$ cat config.mk
export PLATFORM = sky130hd
export DESIGN_NAME = apb_master
export DESIGN_NICKNAME = d
export VERILOG_FILES = /design/src/rtl/apb_master_pkg.sv /design/src/rtl/apb_master.sv
export SDC_FILE = /design/constraint.sdc
export NUM_CORES = 1
export LEC_CHECK = 0
export CORE_ASPECT_RATIO = 1.75
export CORE_UTILIZATION = 41
export DETAILED_ROUTE_END_ITERATION = 10
export PLACE_DENSITY = 0.8
export SLEW_MARGIN = 10
export SYNTH_ARGS = -nofsm -noshare
export SYNTH_HDL_FRONTEND = slang
export SYNTH_SLANG_ARGS = --single-unit
$ cat constraint.sdc
create_clock -name clk -period 2 [get_ports clk]
set_clock_uncertainty 0.05 [all_clocks]
set_input_delay 0.3 -clock clk [delete_from_list [all_inputs] [get_ports clk]]
set_output_delay 0.3 -clock clk [all_outputs]
set_load 0.05 [all_outputs]
$ cat src/rtl/apb_master_pkg.sv
// Shared types for the APB initiator: FSM states, response codes and
// the timeout counter width rule.
package apb_master_pkg;

   typedef enum logic [1:0] {
      IDLE,
      SETUP,
      ACCESS,
      RESP
   } apb_mst_state_e;

   typedef enum logic [1:0] {
      RSP_OK       = 2'd0,
      RSP_SLVERR   = 2'd1,
      RSP_TIMEOUT  = 2'd2,
      RSP_MISALIGN = 2'd3
   } apb_rsp_e;

   // Wide enough to hold the timeout limit; never narrower than one bit.
   function automatic int unsigned cnt_width(input int unsigned timeout);
      return (timeout == 0) ? 1 : $clog2(timeout + 1);
   endfunction

endpackage

$ cat src/rtl/apb_master.sv
// APB3 initiator: converts a valid/ready request into one SETUP/ACCESS
// transfer and returns a held response with a status code.
module apb_master
   import apb_master_pkg::*;
#(
   parameter int unsigned ADDR_WIDTH     = 32,
   parameter int unsigned DATA_WIDTH     = 32,
   parameter int unsigned TIMEOUT_CYCLES = 255
) (
   input  logic                  clk,
   input  logic                  rstn_i,
   input  logic                  req_valid_i,
   output logic                  req_ready_o,
   input  logic [ADDR_WIDTH-1:0] req_addr_i,
   input  logic                  req_write_i,
   input  logic [DATA_WIDTH-1:0] req_wdata_i,
   output logic                  rsp_valid_o,
   input  logic                  rsp_ready_i,
   output logic [DATA_WIDTH-1:0] rsp_rdata_o,
   output logic [1:0]            rsp_code_o,
   output logic [ADDR_WIDTH-1:0] PADDR,
   output logic                  PSEL,
   output logic                  PENABLE,
   output logic                  PWRITE,
   output logic [DATA_WIDTH-1:0] PWDATA,
   input  logic [DATA_WIDTH-1:0] PRDATA,
   input  logic                  PREADY,
   input  logic                  PSLVERR
);

   localparam int unsigned   CW        = cnt_width(TIMEOUT_CYCLES);
   localparam int unsigned   TO_LAST_I = (TIMEOUT_CYCLES == 0) ? 0 : TIMEOUT_CYCLES - 1;
   localparam logic [CW-1:0] TO_LAST   = CW'(TO_LAST_I);

   apb_mst_state_e        state_q, state_d;
   logic [ADDR_WIDTH-1:0] paddr_q;
   logic [DATA_WIDTH-1:0] pwdata_q;
   logic                  pwrite_q;
   logic [DATA_WIDTH-1:0] rdata_q, rdata_d;
   apb_rsp_e              code_q, code_d;
   logic [CW-1:0]         cnt_q, cnt_d;
   logic                  load_bus;

   always_comb begin
      state_d  = state_q;
      cnt_d    = cnt_q;
      rdata_d  = rdata_q;
      code_d   = code_q;
      load_bus = 1'b0;
      unique case (state_q)
         IDLE: begin
            cnt_d = '0;
            if (req_valid_i) begin
               if (req_addr_i[1:0] != 2'b00) begin
                  state_d = RESP;
                  code_d  = RSP_MISALIGN;
                  rdata_d = '0;
               end else begin
                  state_d  = SETUP;
                  load_bus = 1'b1;
               end
            end
         end
         SETUP: state_d = ACCESS;
         ACCESS: begin
            // PREADY is tested first so it wins over a simultaneous timeout.
            if (PREADY) begin
               state_d = RESP;
               cnt_d   = '0;
               code_d  = PSLVERR ? RSP_SLVERR : RSP_OK;
               rdata_d = pwrite_q ? '0 : PRDATA;
            end else if ((TIMEOUT_CYCLES != 0) && (cnt_q == TO_LAST)) begin
               state_d = RESP;
               cnt_d   = '0;
               code_d  = RSP_TIMEOUT;
               rdata_d = '0;
            end else if (cnt_q != '1) begin
               cnt_d = cnt_q + 1'b1;
            end
         end
         RESP: begin
            if (rsp_ready_i) state_d = IDLE;
         end
         default: state_d = IDLE;
      endcase
   end

   always_ff @(posedge clk) begin
      if (!rstn_i) begin
         state_q  <= IDLE;
         paddr_q  <= '0;
         pwdata_q <= '0;
         pwrite_q <= 1'b0;
         rdata_q  <= '0;
         code_q   <= RSP_OK;
         cnt_q    <= '0;
      end else begin
         state_q <= state_d;
         rdata_q <= rdata_d;
         code_q  <= code_d;
         cnt_q   <= cnt_d;
         // Bus fields load only for aligned requests so they stay quiet otherwise.
         if (load_bus) begin
            paddr_q  <= req_addr_i;
            pwdata_q <= req_wdata_i;
            pwrite_q <= req_write_i;
         end
      end
   end

   assign req_ready_o = (state_q == IDLE);
   assign rsp_valid_o = (state_q == RESP);
   assign rsp_rdata_o = rdata_q;
   assign rsp_code_o  = code_q;
   assign PSEL        = (state_q == SETUP) || (state_q == ACCESS);
   assign PENABLE     = (state_q == ACCESS);
   assign PADDR       = paddr_q;
   assign PWDATA      = pwdata_q;
   assign PWRITE      = pwrite_q;

endmodule

Fig. 1: the metal 3 layer
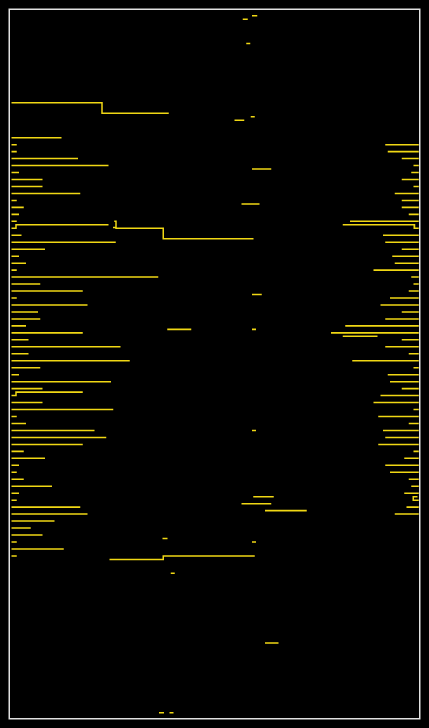
share of all routed wire: 7.1%
main direction: horizontal
longest straight run: 28.3 um
wire length on this layer: 860 um

Fig. 2: the metal 2 layer
The bar under the picture is 20 um long.
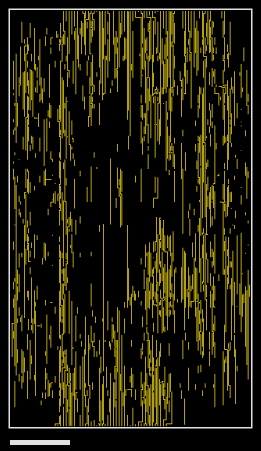
longest straight run: 62.9 um
wire length on this layer: 6370 um
nets with wire on the layer: 676
via count: 4074
met2 usage: 0.401
WL final: 12.1 mm

==> impl_metrics.toml <==
# yosys + openroad results
[status]
status = "complete, no violations"

[power]
p_sw_frac = 0.354
pwr-share-comb = 0.378
switching_power_mw = 2.34
pwr-share-seq = 0.366
seq-power_mw = 2.42
top_power_group = "combinational logic"

[cts]
holdBufCountCts = 0
cts_resized = 0
htreeDepth = 3
numClockSinks = 109
postCtsSetupRepairBufs = 0
cts_tree = "done"
numCtsBuffers = 9

[placed_design]
preCtsSetupSlack_ns = -0.0516
dp.cells = 810
gp_congestion = 0.773

[worst_setup_path]
critical_path_required_ns = 1.65
crit_path_max_incr_delay_ns = 0.85
cp.buffers_inverters = 1
timing.rr.start = "cnt_q[1]$_SDFFE_PN0P_"
r2r_cells = 6
crit_family = "buffers and inverters"
r2r_end = "rsp_rdata_o[28]$_SDFFE_PN0P_"
cp_slowest_cell = "clkdlybuf4s50_1"
crit_path_start_kind = "flip-flop"

[detailed_routing]
drt_iter0_drc = 184
viasPerCell = 4.93
wl_met2_mm = 6.37
ant_nets = 0
wl_met1_mm = 4.61
top_layer_used = "met4"
wl_per_cell_um = 14.6
dr_wl_met3_um = 860
drt_pre_antenna_iters = 4
drc = 0

[sta]
fin_crit_sh = 0.960
maxSlewHeadroom = 0.629
tightest_slew_ns = 0.555
clock.fmax_mhz = 521
hold_viol_final = 0
rsz0062_at_grt = "no"
finalSetupTns_ns = 0

[final_layout]
n_all_buffers = 218
flop_area_um2 = 2180
area_growth_pct = 57.9
dominant_cells = "buffers"
layout_top_cells = "clkdlybuf4s50_1 (200), nand2_1 (199), dfxtp_1 (109)"
fin_nets = 803
n_antenna_cell = 0
clk_share = 0.0407
design_area_um2 = 6850
inverters = 4
final_util = 0.665
logic_area_um2 = 2020
seq_share = 0.318
layout_top_cell = "clkdlybuf4s50_1"
comb_share = 0.294
finalNonFillerCells = 827
logic_gates = 353
nClkBuffers = 12

[yosys]
yosysTopAreaCell = "dfxtp_1"
syn_avg_cell_area_um2 = 8.74
synthCells = 497
yosys_warnings = 0
synth-edff-count = 0
postSynthSeqShare = 0.503
ys_seq_elements = 109
yosys_cells = 497

[grt]
grt_max_degree = 66
antenna_found_initial = 0

[worst_hold_path]
hold_depth = 3
hold_path.class = "input port to flip-flop"
min-delay-start = "rstn_i"

[floorplan]
rows = 49
tap_cells = 127
fp_util = 0.422

[run]
max_cap_violations = 0
warning_count = 29
==> worst max-delay path by stage <==
| stage | slack [ns] | cells after the start | to | startpoint |
|---|---|---|---|---|
| 2_1_floorplan | 0.13 | 6 | cnt_q[7]$_SDFFE_PN0P_ | state_q[0]$_SDFFE_PN0P_ |
| 3_3_place_gp | 0.03 | 5 | cnt_q[7]$_SDFFE_PN0P_ | PREADY |
| 3_5_place_dp | -0.05 | 5 | cnt_q[5]$_SDFFE_PN0P_ | PREADY |
| 4_1_cts | 0.05 | 1 | PWRITE | PWRITE$_SDFFE_PN0P_ |
| 5_1_grt | 0.02 | 6 | cnt_q[5]$_SDFFE_PN0P_ | state_q[0]$_SDFFE_PN0P_ |
| 6_report | 0.08 | 1 | PWRITE | PWRITE$_SDFFE_PN0P_ |
==> tightest hold or removal path: stages <==
cell,delay (ns)
buf_2,0.23
nand2_1,0.12
mux2i_1,0.05
==> kinds of logic (layout without fill, tap and decap cells) <==
logic type                 Yosys count  count (layout)  synth area share
AOI/OAI and AO/OA                   85              85             0.150
xor gates and xnor gates             1               1           0.00202
adders and majority gates            5               5            0.0144
buffers and inverters               35             238            0.0366
DFF                                109             109             0.503
muxes                               33              33            0.0761
and+or+nand+nor                    229             229             0.218
==> flip-flops by register name, indices dropped and copies added (netlist names) <==
| name | cells |
|---|---|
| PWRITE | 1 |
| rsp_rdata_o | 32 |
| PWDATA | 32 |
| rsp_code_o | 2 |
| cnt_q | 8 |
| PADDR | 32 |
| state_q | 2 |
==> cell usage after synthesis, types with 4 or more instances <==
master and number:
ha_1 5, dfxtp_1 109, a21oi_1 6, mux2i_1 33, o21ai_0 5, nand2_1 199
nand3_1 4, clkbuf_1 23, a21boi_0 63, inv_1 4, buf_2 4, and3_1 4
Power is estimated from default activity; no workload was simulated.
